File: src/rtl/rom_burst_reader.sv
// Burst read master for a synchronous-read ROM: issues sequential addresses, absorbs the
// 1-cycle read latency and streams words out through a 4-entry FIFO. Optional: ROM_READER_LOOP_EN.
module rom_burst_reader #(
  parameter int AW = 6,
  parameter int DW = 20
) (
  input  logic          clk,
  input  logic          rst,
  input  logic          start,
  input  logic [AW-1:0] start_addr,
  input  logic [AW:0]   len,
`ifdef ROM_READER_LOOP_EN
  input  logic          loop,
`endif
  output logic          busy,
  output logic          done,
  output logic          mem_en,
  output logic [AW-1:0] mem_addr,
  input  logic [DW-1:0] mem_data,
  output logic          out_valid,
  output logic [DW-1:0] out_data,
  output logic          out_last,
  input  logic          out_ready
);

  localparam int          FIFO_DEPTH = 4;
  localparam logic [2:0]  CREDITS    = 3'd4;
  localparam logic [AW:0] LEN_ZERO   = '0;
  localparam logic [AW:0] LEN_ONE    = (AW+1)'(1);

  typedef enum logic [1:0] {IDLE, RUN, DRAIN, FIN} state_e;

  state_e          state_q, state_d;
  logic            busy_q, busy_d;
  logic            done_q, done_d;
  logic            mem_en_q, mem_en_d;
  logic [AW-1:0]   mem_addr_q, mem_addr_d;
  logic [AW-1:0]   next_addr_q, next_addr_d;
  logic [AW:0]     rem_q, rem_d;
  logic            mem_last_q, mem_last_d;
  logic            inflight_q;
  logic            inflight_last_q;
`ifdef ROM_READER_LOOP_EN
  logic [AW-1:0]   base_addr_q, base_addr_d;
  logic [AW:0]     base_len_q, base_len_d;
`endif

  logic [DW-1:0]         fifo_data_q [FIFO_DEPTH];
  logic [FIFO_DEPTH-1:0] fifo_last_q;
  logic [1:0]            wr_ptr_q, rd_ptr_q;
  logic [2:0]            fifo_count_q;

  logic            fifo_push, fifo_pop, credit_ok, final_xfer;
  logic [2:0]      occupancy;
  logic [AW:0]     eff_rem;
  logic [AW-1:0]   eff_addr;

  // Every word already committed (stored, in the ROM pipeline, or being addressed now)
  // holds a FIFO slot, so a new beat is only issued when one is still free.
  assign occupancy  = fifo_count_q + {2'b00, inflight_q} + {2'b00, mem_en_q};
  assign credit_ok  = (occupancy < CREDITS);
  assign fifo_push  = inflight_q;
  assign fifo_pop   = out_valid & out_ready;
  assign final_xfer = fifo_pop & out_last & (fifo_count_q == 3'd1) & ~inflight_q;

  assign out_valid = (fifo_count_q != 3'd0);
  assign out_data  = out_valid ? fifo_data_q[rd_ptr_q] : '0;
  assign out_last  = out_valid & fifo_last_q[rd_ptr_q];
  assign busy      = busy_q;
  assign done      = done_q;
  assign mem_en    = mem_en_q;
  assign mem_addr  = mem_addr_q;

  always_comb begin
    // NOTE: every combinational output gets a default first so no path infers a latch.
    state_d     = state_q;
    busy_d      = busy_q;
    done_d      = 1'b0;
    mem_en_d    = 1'b0;
    mem_addr_d  = mem_addr_q;
    next_addr_d = next_addr_q;
    rem_d       = rem_q;
    mem_last_d  = 1'b0;
    eff_rem     = rem_q;
    eff_addr    = next_addr_q;
`ifdef ROM_READER_LOOP_EN
    base_addr_d = base_addr_q;
    base_len_d  = base_len_q;
    // Once the last beat of a pass is out, looping restarts the address sequence seamlessly.
    if (state_q == RUN && rem_q == LEN_ZERO && loop) begin
      eff_rem  = base_len_q;
      eff_addr = base_addr_q;
    end
`endif

    unique case (state_q)
      IDLE: begin
        if (start) begin
          if (len == LEN_ZERO) begin
            state_d = FIN;
            done_d  = 1'b1;
          end else begin
            state_d     = RUN;
            busy_d      = 1'b1;
            mem_en_d    = 1'b1;
            mem_addr_d  = start_addr;
            next_addr_d = start_addr + 1'b1;
            rem_d       = len - LEN_ONE;
            mem_last_d  = (len == LEN_ONE);
`ifdef ROM_READER_LOOP_EN
            base_addr_d = start_addr;
            base_len_d  = len;
`endif
          end
        end
      end
      RUN: begin
        if (eff_rem == LEN_ZERO) begin
          state_d = DRAIN;
        end else if (credit_ok) begin
          mem_en_d    = 1'b1;
          mem_addr_d  = eff_addr;
          next_addr_d = eff_addr + 1'b1;
          rem_d       = eff_rem - LEN_ONE;
          mem_last_d  = (eff_rem == LEN_ONE);
        end
      end
      DRAIN: begin
        if (final_xfer) begin
          state_d = FIN;
          busy_d  = 1'b0;
          done_d  = 1'b1;
        end
      end
      FIN: begin
        state_d = IDLE;
      end
      default: state_d = IDLE;
    endcase
  end

  always_ff @(posedge clk or posedge rst) begin
    if (rst) begin
      state_q         <= IDLE;
      busy_q          <= 1'b0;
      done_q          <= 1'b0;
      mem_en_q        <= 1'b0;
      mem_addr_q      <= '0;
      next_addr_q     <= '0;
      rem_q           <= '0;
      mem_last_q      <= 1'b0;
      inflight_q      <= 1'b0;
      inflight_last_q <= 1'b0;
`ifdef ROM_READER_LOOP_EN
      base_addr_q     <= '0;
      base_len_q      <= '0;
`endif
      // NOTE: the FIFO storage is reset too; it is only four words and keeps out_data at 0 after reset.
      for (int i = 0; i < FIFO_DEPTH; i++) fifo_data_q[i] <= '0;
      fifo_last_q     <= '0;
      wr_ptr_q        <= '0;
      rd_ptr_q        <= '0;
      fifo_count_q    <= '0;
    end else begin
      // NOTE: sequential state uses non-blocking assignments so all registers update together.
      state_q         <= state_d;
      busy_q          <= busy_d;
      done_q          <= done_d;
      mem_en_q        <= mem_en_d;
      mem_addr_q      <= mem_addr_d;
      next_addr_q     <= next_addr_d;
      rem_q           <= rem_d;
      mem_last_q      <= mem_last_d;
      inflight_q      <= mem_en_q;
      inflight_last_q <= mem_last_q;
`ifdef ROM_READER_LOOP_EN
      base_addr_q     <= base_addr_d;
      base_len_q      <= base_len_d;
`endif
      if (fifo_push) begin
        fifo_data_q[wr_ptr_q] <= mem_data;
        fifo_last_q[wr_ptr_q] <= inflight_last_q;
        wr_ptr_q              <= wr_ptr_q + 1'b1;
      end
      if (fifo_pop) rd_ptr_q <= rd_ptr_q + 1'b1;
      if (fifo_push && !fifo_pop)      fifo_count_q <= fifo_count_q + 1'b1;
      else if (!fifo_push && fifo_pop) fifo_count_q <= fifo_count_q - 1'b1;
    end
  end

  a_fifo_no_overflow: assert property (@(posedge clk) disable iff (rst)
    !(fifo_push && !fifo_pop && fifo_count_q == CREDITS));

endmodule

File: config.mk
export PLATFORM = sky130hd
export DESIGN_NAME = rom_burst_reader
export DESIGN_NICKNAME = d
export VERILOG_FILES = /design/src/rtl/rom_burst_reader.sv
export SDC_FILE = /design/constraint.sdc
export NUM_CORES = 1
export LEC_CHECK = 0
export CAP_MARGIN = 20
export CORE_ASPECT_RATIO = 0.7
export CORE_MARGIN = 4
export CORE_UTILIZATION = 35
export DETAILED_ROUTE_END_ITERATION = 8
export GPL_TIMING_DRIVEN = 0
export PLACE_DENSITY = 0.56
export SYNTH_ARGS = -nofsm -noshare
export SYNTH_HDL_FRONTEND = slang
export SYNTH_SLANG_ARGS = --single-unit
File: constraint.sdc
create_clock -name clk -period 5.52 [get_ports clk]
set_input_delay 0.552 -clock clk [delete_from_list [all_inputs] [get_ports clk]]
set_output_delay 0.552 -clock clk [all_outputs]
set_load 0.01 [all_outputs]
==> metrics.log <==
[report] extracting results
INFO  metric post-route-worst-setup-slack = 2.378 ns
INFO  metric clock_power_share = 0.232
INFO  metric ant_nets = 0
INFO  metric static_leak = 0.003076 uW
INFO  metric grt_first_pass_wirelength = 21.89 mm
INFO  metric result_of_the_run = finished, final reports clean
INFO  metric final.hold.worst_slack = 0.3540 ns
INFO  metric critPathSlowestCell = clkdlybuf4s50_1
INFO  metric nFillCells = 1,528
INFO  metric htree_levels = 4
INFO  metric synthDominantCellAreaShare = 0.4954
INFO  metric power.largest_group = combinational cells
INFO  metric yosys_most_used_dff = dfrtp_1
INFO  metric maximum_vdd_ir_drop = 281.6 uV
INFO  metric routabilityCongestion = 0.8423
INFO  metric numSynthFlops = 118
INFO  metric power.net_switching = 1646 uW
INFO  metric cts_hold_repair.buffers = 0
INFO  metric tightest_slew = 0.7798 ns
INFO  metric timing.critical_path.max_delay_family = buffers and inverters
INFO  metric worst_path_largest_cell_delay = 0.54 ns
INFO  metric clk_latency_worst_skew_pair = 0.41 ns
INFO  metric antenna_found_initial = 0
INFO  metric max-cap-violations = 0
INFO  metric pwr-share-seq = 0.308
INFO  metric syn_nets = 512
INFO  metric worst_hold_path.num_cells = 0
INFO  metric pin_count = 68
INFO  metric clock_net_power = 1140 uW
INFO  metric period_minus_slack = 3.142 ns
INFO  metric clockBufferDepth = 2
INFO  metric maxSlewViolCount = 0
INFO  metric floorplan.core_area = 16,490 sq um
INFO  metric crit_path_max_fanout = 10
INFO  metric period_used_share = 0.5691
INFO  metric drt_first_pass_iters = 4
INFO  metric hold_violations = 0
INFO  metric grt_start_max_net_pins = 81
## sequential cells by signal (all words and copies together), names as in the netlist
signal           count
state_q              2
inflight_last_q      1
eff_rem              7
wr_ptr_q             2
fifo_count_q         3
mem_last_q           1
fifo_push            1
fifo_last_q          4
busy                 1
mem_en               1
mem_addr             6
done                 1
rd_ptr_q             2
eff_addr             6
fifo_data_q         80
## cell families after synthesis
| family | share of synthesized area |
|---|---|
| AOI/OAI and AO/OA | 0.07095 |
| and+or+nand+nor | 0.09068 |
| muxes | 0.2576 |
| DFF | 0.4954 |
| buffers and inverters | 0.02855 |
| adders and majority gates | 0.03778 |
| xor gates and xnor gates | 0.01910 |
## metal layers
metal  routed length (microns)  GRT usage
met4                       125    0.03855
met5                         0          0
met1                      6910     0.2189
met2                      5851     0.2179
met3                       652    0.05320
## cells in the mapped netlist, drive strengths merged, types with 2 or more instances
cell type / number
clkbuf: 12
mux2i: 6
xor2: 6
a31oi: 3
nor3: 5
inv: 13
dfrtp: 118
nand4: 4
a21oi: 20
nor4b: 3
a21boi: 2
o211a: 2
mux4: 21
and2: 23
o31ai: 3
nor2: 11
ha: 18
o21ai: 16
nand3: 14
nand2: 19
nand2b: 3
xnor2: 7
nor2b: 5
a221o: 2
mux2: 88
buf: 14
## layout make-up
| cell class | instances | area [sq um] | share of cell area |
|---|---|---|---|
| flip-flops and latches | 118 | 2953 | 0.3907 |
| multi-input cells | 300 | 2838 | 0.3754 |
| repair buffers | 68 | 698.2 | 0.09237 |
| clock buffers | 19 | 442.9 | 0.05860 |
| well taps | 225 | 281.5 | 0.03725 |
| clock inverters | 13 | 170.2 | 0.02251 |
| plain buffers | 26 | 121.4 | 0.01606 |
| inverters | 13 | 53.80 | 0.007118 |
==> images/port_trees.png <==
Drawn at 3 px/micron.
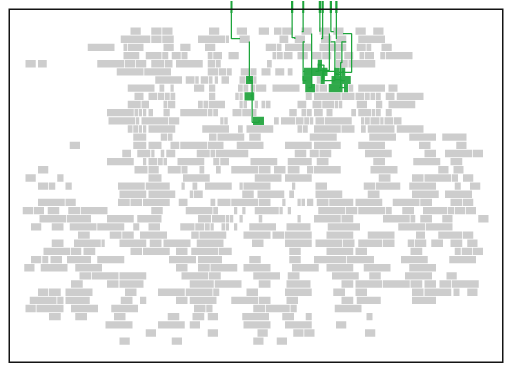
port	colour	direction	edge	end cells	buffers	wire
len	green	input	top	14	7	226 microns

==> images/layers.png <==
Drawn at 2 px/micron. Only two layers are drawn.
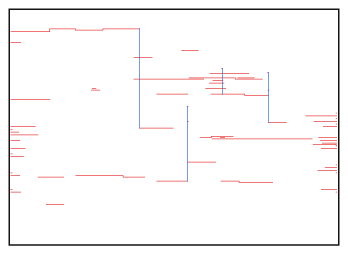
layer	colour	wire length
M3	red	653 microns
M4	blue	125 microns
global-route total usage across every layer: 0.1513
number of vias after detailed routing: 3,915
final wirelength: 13.54 mm
WL/cell: 17.31 microns

==> images/ff_map.png <==
Drawn at 3 px/micron.
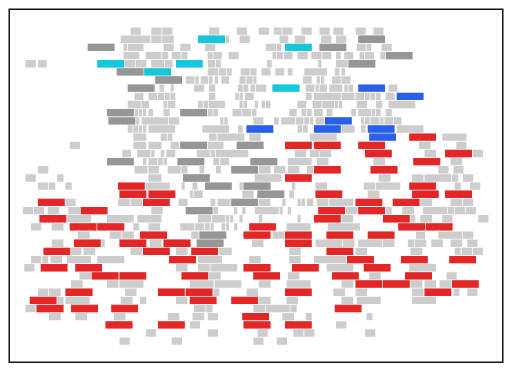
name in the netlist	colour	sequential cells
eff_addr	cyan	6
eff_rem	blue	7
fifo_data_q	red	80
not coloured	25
final design utilization: 0.4583
storage element area: 2953 sq um
Seq. pwr: 1520 uW
proportion of cell area occupied by registers: 0.3907

==> images/placed.png <==
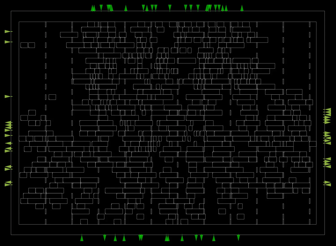
Seq cells: 118
final instance count without filler cells: 782

Power figures rest on the tool's default switching activity, not on a simulated workload.
